**src/rtl/alu_src_sequencer_pkg.sv**
```systemverilog
// Shared encodings for the multicycle control slice: FSM states, opcode/funct values and
// the ALUSrcA/ALUSrcB/ALUOp codes that the datapath muxes and the ALU decode.
package alu_src_sequencer_pkg;

  typedef enum logic [3:0] {
    ST_IDLE, ST_FETCH, ST_DECODE, ST_EXEC_R, ST_EXEC_I, ST_MEM_ADDR,
    ST_MEM_WAIT, ST_EXEC_M, ST_BRANCH, ST_DONE, ST_ILLEGAL
  } state_e;

  localparam logic [5:0] OP_RTYPE = 6'h00;
  localparam logic [5:0] OP_ADDM  = 6'h01;
  localparam logic [5:0] OP_BEQ   = 6'h04;
  localparam logic [5:0] OP_ADDI  = 6'h08;
  localparam logic [5:0] OP_LW    = 6'h23;
  localparam logic [5:0] OP_SW    = 6'h2B;

  localparam logic [5:0] FN_ADD = 6'h20;
  localparam logic [5:0] FN_SUB = 6'h22;
  localparam logic [5:0] FN_AND = 6'h24;
  localparam logic [5:0] FN_OR  = 6'h25;
  localparam logic [5:0] FN_SLT = 6'h2A;

  typedef enum logic [1:0] {SRCA_PC = 2'd0, SRCA_A = 2'd1, SRCA_MDR = 2'd2} srca_e;
  typedef enum logic [2:0] {
    SRCB_B = 3'd0, SRCB_FOUR = 3'd1, SRCB_IMM = 3'd2, SRCB_MDR = 3'd3, SRCB_IMM_SL2 = 3'd4
  } srcb_e;
  typedef enum logic [2:0] {
    ALU_ADD = 3'd0, ALU_SUB = 3'd1, ALU_AND = 3'd2, ALU_OR = 3'd3, ALU_SLT = 3'd4
  } aluop_e;

  typedef enum logic [1:0] {MEM_LW, MEM_SW, MEM_ADDM} mem_kind_e;

  typedef struct packed {
    srca_e  src_a;
    srcb_e  src_b;
    aluop_e alu_op;
    logic   ir_write;
    logic   pc_write;
    logic   pc_write_cond;
    logic   busy;
    logic   done;
    logic   illegal;
  } ctrl_t;

  localparam ctrl_t CTRL_IDLE = '{
    src_a: SRCA_PC, src_b: SRCB_B, alu_op: ALU_ADD, ir_write: 1'b0, pc_write: 1'b0,
    pc_write_cond: 1'b0, busy: 1'b0, done: 1'b0, illegal: 1'b0
  };

endpackage

```
**src/rtl/alu_src_sequencer_alu_op_decode.sv**
```systemverilog
// R-type funct field to ALU operation; unknown funct codes raise funct_illegal and map to ADD.
module alu_op_decode
  import alu_src_sequencer_pkg::*;
(
  input  logic [5:0] funct,
  output aluop_e     alu_op,
  output logic       funct_illegal
);

  always_comb begin
    alu_op        = ALU_ADD;
    funct_illegal = 1'b0;
    case (funct)
      FN_ADD:  alu_op = ALU_ADD;
      FN_SUB:  alu_op = ALU_SUB;
      FN_AND:  alu_op = ALU_AND;
      FN_OR:   alu_op = ALU_OR;
      FN_SLT:  alu_op = ALU_SLT;
      default: funct_illegal = 1'b1;
    endcase
  end

endmodule

```
**src/rtl/alu_src_sequencer.sv**
```systemverilog
// Multicycle instruction sequencer driving operand-mux selects and ALU control.
// state     | meaning
// IDLE      | waiting for start
// FETCH     | PC+4, wait for instruction word
// DECODE    | branch target precompute, dispatch on opcode
// EXEC_R    | R-type ALU operation
// EXEC_I    | addi
// MEM_ADDR  | effective address
// MEM_WAIT  | wait for MDR
// EXEC_M    | A + MDR (addm)
// BRANCH    | beq compare
// DONE      | retire pulse
// ILLEGAL   | abort pulse
module alu_src_sequencer
  import alu_src_sequencer_pkg::*;
#(
  parameter int unsigned MEM_TIMEOUT = 15
) (
  input  logic       clk,
  input  logic       reset,
  input  logic       start,
  input  logic [5:0] opcode,
  input  logic [5:0] funct,
  input  logic       mem_ready,
  output logic [1:0] ALUSrcA,
  output logic [2:0] ALUSrcB,
  output logic [2:0] ALUOp,
  output logic       IRWrite,
  output logic       PCWrite,
  output logic       PCWriteCond,
  output logic       busy,
  output logic       done,
  output logic       illegal
);

  state_e    state_q, state_d;
  logic [3:0] wait_cnt_q, wait_cnt_d;
  mem_kind_e mem_kind_q, mem_kind_d;
  ctrl_t     ctrl_q, ctrl_d;
  aluop_e    r_alu_op;
  logic      funct_illegal;
  logic      wait_tc;

  alu_op_decode u_alu_op_decode (
    .funct         (funct),
    .alu_op        (r_alu_op),
    .funct_illegal (funct_illegal)
  );

  assign wait_tc = (({1'b0, wait_cnt_q} + 5'd1) == 5'(MEM_TIMEOUT));

  always_ff @(posedge clk or negedge reset) begin
    if (!reset) begin
      state_q    <= ST_IDLE;
      wait_cnt_q <= 4'd0;
      mem_kind_q <= MEM_LW;
      ctrl_q     <= CTRL_IDLE;
    end else begin
      state_q    <= state_d;
      wait_cnt_q <= wait_cnt_d;
      mem_kind_q <= mem_kind_d;
      ctrl_q     <= ctrl_d;
    end
  end

  always_comb begin
    state_d    = state_q;
    wait_cnt_d = wait_cnt_q;
    mem_kind_d = mem_kind_q;
    case (state_q)
      ST_IDLE: if (start) begin
        state_d    = ST_FETCH;
        wait_cnt_d = 4'd0;
      end
      // mem_ready on the terminal-count cycle still completes the access
      ST_FETCH: begin
        if (mem_ready)    state_d = ST_DECODE;
        else if (wait_tc) state_d = ST_ILLEGAL;
        else              wait_cnt_d = wait_cnt_q + 4'd1;
      end
      ST_DECODE: begin
        case (opcode)
          OP_RTYPE: state_d = ST_EXEC_R;
          OP_ADDI:  state_d = ST_EXEC_I;
          OP_LW:    begin state_d = ST_MEM_ADDR; mem_kind_d = MEM_LW;   end
          OP_SW:    begin state_d = ST_MEM_ADDR; mem_kind_d = MEM_SW;   end
          OP_ADDM:  begin state_d = ST_MEM_ADDR; mem_kind_d = MEM_ADDM; end
          OP_BEQ:   state_d = ST_BRANCH;
          default:  state_d = ST_ILLEGAL;
        endcase
      end
      ST_EXEC_R: state_d = funct_illegal ? ST_ILLEGAL : ST_DONE;
      ST_MEM_ADDR: begin
        if (mem_kind_q == MEM_SW) state_d = ST_DONE;
        else begin
          state_d    = ST_MEM_WAIT;
          wait_cnt_d = 4'd0;
        end
      end
      ST_MEM_WAIT: begin
        if (mem_ready)    state_d = (mem_kind_q == MEM_ADDM) ? ST_EXEC_M : ST_DONE;
        else if (wait_tc) state_d = ST_ILLEGAL;
        else              wait_cnt_d = wait_cnt_q + 4'd1;
      end
      ST_EXEC_I, ST_EXEC_M, ST_BRANCH: state_d = ST_DONE;
      ST_DONE, ST_ILLEGAL:             state_d = ST_IDLE;
      default:                         state_d = ST_IDLE;
    endcase
  end

  always_comb begin
    ctrl_d      = CTRL_IDLE;
    ctrl_d.busy = (state_q != ST_IDLE);
    case (state_q)
      ST_FETCH: begin
        ctrl_d.src_b    = SRCB_FOUR;
        ctrl_d.ir_write = mem_ready;
        ctrl_d.pc_write = mem_ready;
      end
      ST_DECODE: ctrl_d.src_b = SRCB_IMM_SL2;
      ST_EXEC_R: begin
        ctrl_d.src_a  = SRCA_A;
        ctrl_d.alu_op = r_alu_op;
      end
      ST_EXEC_I, ST_MEM_ADDR, ST_MEM_WAIT: begin
        ctrl_d.src_a = SRCA_A;
        ctrl_d.src_b = SRCB_IMM;
      end
      ST_EXEC_M: begin
        ctrl_d.src_a = SRCA_A;
        ctrl_d.src_b = SRCB_MDR;
      end
      ST_BRANCH: begin
        ctrl_d.src_a         = SRCA_A;
        ctrl_d.alu_op        = ALU_SUB;
        ctrl_d.pc_write_cond = 1'b1;
      end
      ST_DONE:    ctrl_d.done    = 1'b1;
      ST_ILLEGAL: ctrl_d.illegal = 1'b1;
      default: ;
    endcase
  end

  assign ALUSrcA     = ctrl_q.src_a;
  assign ALUSrcB     = ctrl_q.src_b;
  assign ALUOp       = ctrl_q.alu_op;
  assign IRWrite     = ctrl_q.ir_write;
  assign PCWrite     = ctrl_q.pc_write;
  assign PCWriteCond = ctrl_q.pc_write_cond;
  assign busy        = ctrl_q.busy;
  assign done        = ctrl_q.done;
  assign illegal     = ctrl_q.illegal;

endmodule

```
**config.mk**
```make
export PLATFORM = sky130hd
export DESIGN_NAME = alu_src_sequencer
export DESIGN_NICKNAME = d
export VERILOG_FILES = /design/src/rtl/alu_src_sequencer_pkg.sv /design/src/rtl/alu_src_sequencer_alu_op_decode.sv /design/src/rtl/alu_src_sequencer.sv
export SDC_FILE = /design/constraint.sdc
export NUM_CORES = 1
export LEC_CHECK = 0
export ABC_AREA = 0
export ABC_CLOCK_PERIOD_IN_PS = 3100
export CAP_MARGIN = 20
export CORE_ASPECT_RATIO = 0.75
export CORE_MARGIN = 3
export CORE_UTILIZATION = 30
export CTS_CLUSTER_SIZE = 25
export DETAILED_ROUTE_END_ITERATION = 12
export GPL_TIMING_DRIVEN = 0
export MAX_ROUTING_LAYER = met4
export PLACE_DENSITY = 0.49
export SLEW_MARGIN = 5
export SYNTH_ARGS = -nofsm -noshare
export SYNTH_HDL_FRONTEND = slang
export SYNTH_HIERARCHICAL = 1
export SYNTH_SLANG_ARGS = --single-unit
```
**constraint.sdc**
```tcl
create_clock -name clk -period 3.1 [get_ports clk]
set_input_delay 0.62 -clock clk [delete_from_list [all_inputs] [get_ports clk]]
set_output_delay 0.62 -clock clk [all_outputs]
set_load 0.1 [all_outputs]
```
==> images/metal_density.png <==
(4 px per um) 17 x 13 tiles, from dark blue (low) to red (high), scaled to the fullest tile. Values are wire area over tile area, all layers added.
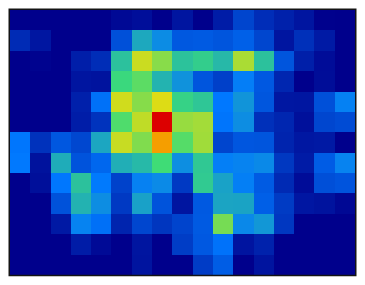
- fullest tile: 0.62
- mean over tiles: 0.11
- densest ninth of the die: center
- emptiest ninth of the die: north-west
- nearly empty tiles: 28%
- tiles over half the peak: 8.6%
wirelength, routed: 3.87 mm
GR Util All Layers: 0.146

==> images/wires.png <==
(4 px per um) Only two layers are drawn.
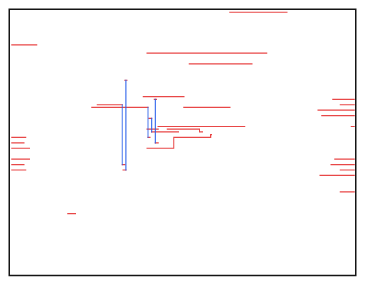
- metal 3: red (wire length 247 um)
- metal 4: blue (wire length 59.2 um)
drt wl/cell: 15.5 um
via count: 1365

==> metrics.cfg <==
[run_status]
outcome = finished, final reports clean

[final_timing]
hold-worst-slack_ns = 0.580
min_period_ns = 2.45
fin_setup_tns_ns = 0
fin_worst_skew_ns = 0.00277
worst_pin_slew_ns = 0.973

[critical_path]
path_max_fanout = 2
ff2ff_path_depth = 5
r2r-start = wait_cnt_q[1]$_DFFE_PN0P_
required_ns = 2.48
startpoint_type = register
setup.worst_path.start = IRWrite$_DFF_PN0_
worstSetupPathType = register to output pin
cp-end-kind = output pin

[drt]
firstDrtPassIters = 4
dr_wl_met3_um = 247
ant_nets = 0
drc_errors = 0

[pwr]
ir_drop_mv = 0.801

[place]
placed_cells = 245
placed_cell_area_mm2 = 0.00180
gp_congestion = 0.924

[logic_synthesis]
synthArstFlopShare = 1.00
top_area_cell = dfrtp_1
yosysWarnings = 6
ys_area_mm2 = 0.00145
edf_count = 0
postSynthAreaPerCell_um2 = 9.06
numSynthFlops = 22
synthCells = 160

[clock_tree]
cts_root_buf = clkbuf_8
clock_sinks = 22
cts_made_buffers = 3
post-cts-setup-buffers = 0
h-tree-depth = 1
clk_pin_slew_ns = 0.08

[global_route]
grt_use_met3 = 0.0349
grt_max_degree = 23

[floorplanning]
chipArea_mm2 = 0.00571
die_h_um = 66.2
ioPinCount = 30

[hold_path]
hold_class = register to register
hold_start = mem_kind_q[1]$_DFFE_PN0P_

[cells_and_area]
lay_top_count = clkdlybuf4s50_1
drive_gt1_frac = 0.114
instances_no_fill = 250
reg_top3 = state_q (4), wait_cnt_q (4)
fin_area_mm2 = 0.00189
syn_to_final_growth_pct = 30.2
final_nets = 212

==> images/placement.png <==
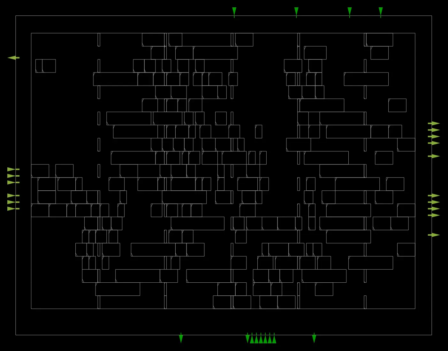
Rows: 21
# fillers: 467
Well Taps: 57

synth_stat cells (2+ instances only):
master    count
a211o_1       3
nand2_1      11
dfrtp_1      22
nor4b_1       5
o21bai_1      2
nand3b_1      6
nor2b_1       8
o211ai_1      3
a221oi_1      2
and3_1        3
o21ai_0       6
a22o_1        2
nand4_1       2
a221o_1       2
a21oi_1       6
or3_1         2
buf_2         5
nor3_1        6
mux2_2        2
inv_1         4
and2_1        2
a211oi_1      2
buf_4         2
nand3_1       5
ha_1          2
nor2_1       10
nand2b_1      8
layout make-up:
class,count,area (um2),share of cell area
Tap cell,57,71.3,0.0378
Clock inverter,1,30.0,0.0159
Buffer,8,43.8,0.0232
Inverter,5,18.8,0.00995
Timing Repair Buffer,29,295,0.156
Multi-Input combinational cell,125,836,0.443
Sequential cell,22,551,0.292
Clock buffer,3,41.3,0.0219
through the flow:
stage / util / power, mW
floorplan: - / 1.10
global placement: 0.396 / 1.33
detailed placement: 0.396 / 1.33
CTS: 0.412 / 1.61
global route: 0.415 / 1.70
finish: 0.415 / 1.61
worst reg2reg max path: stages, from the launching register on:
cell and delay (ns):
dfrtp_1 0.48, ha_1 0.24, nor2b_1 0.26, a31oi_1 0.20
and3_1 0.24, a221o_1 0.29
power by group:
| part | internal [mW] | switching (mW) |
|---|---|---|
| registers | 0.364 | 0.0666 |
| logic | 0.284 | 0.622 |
| clock network | 0.173 | 0.0965 |
kinds of logic after synthesis:
kind of cell / after synthesis / synth area share
buffers and inverters: 13 / 0.0432
multiplexers: 2 / 0.0155
adder cells (fa/ha/maj): 2 / 0.0173
AND-OR/OR-AND: 41 / 0.217
flip-flops: 22 / 0.380
AND/OR/NAND/NOR: 79 / 0.325
other: 1 / 0.00259
Power and IR drop assume default switching activity.
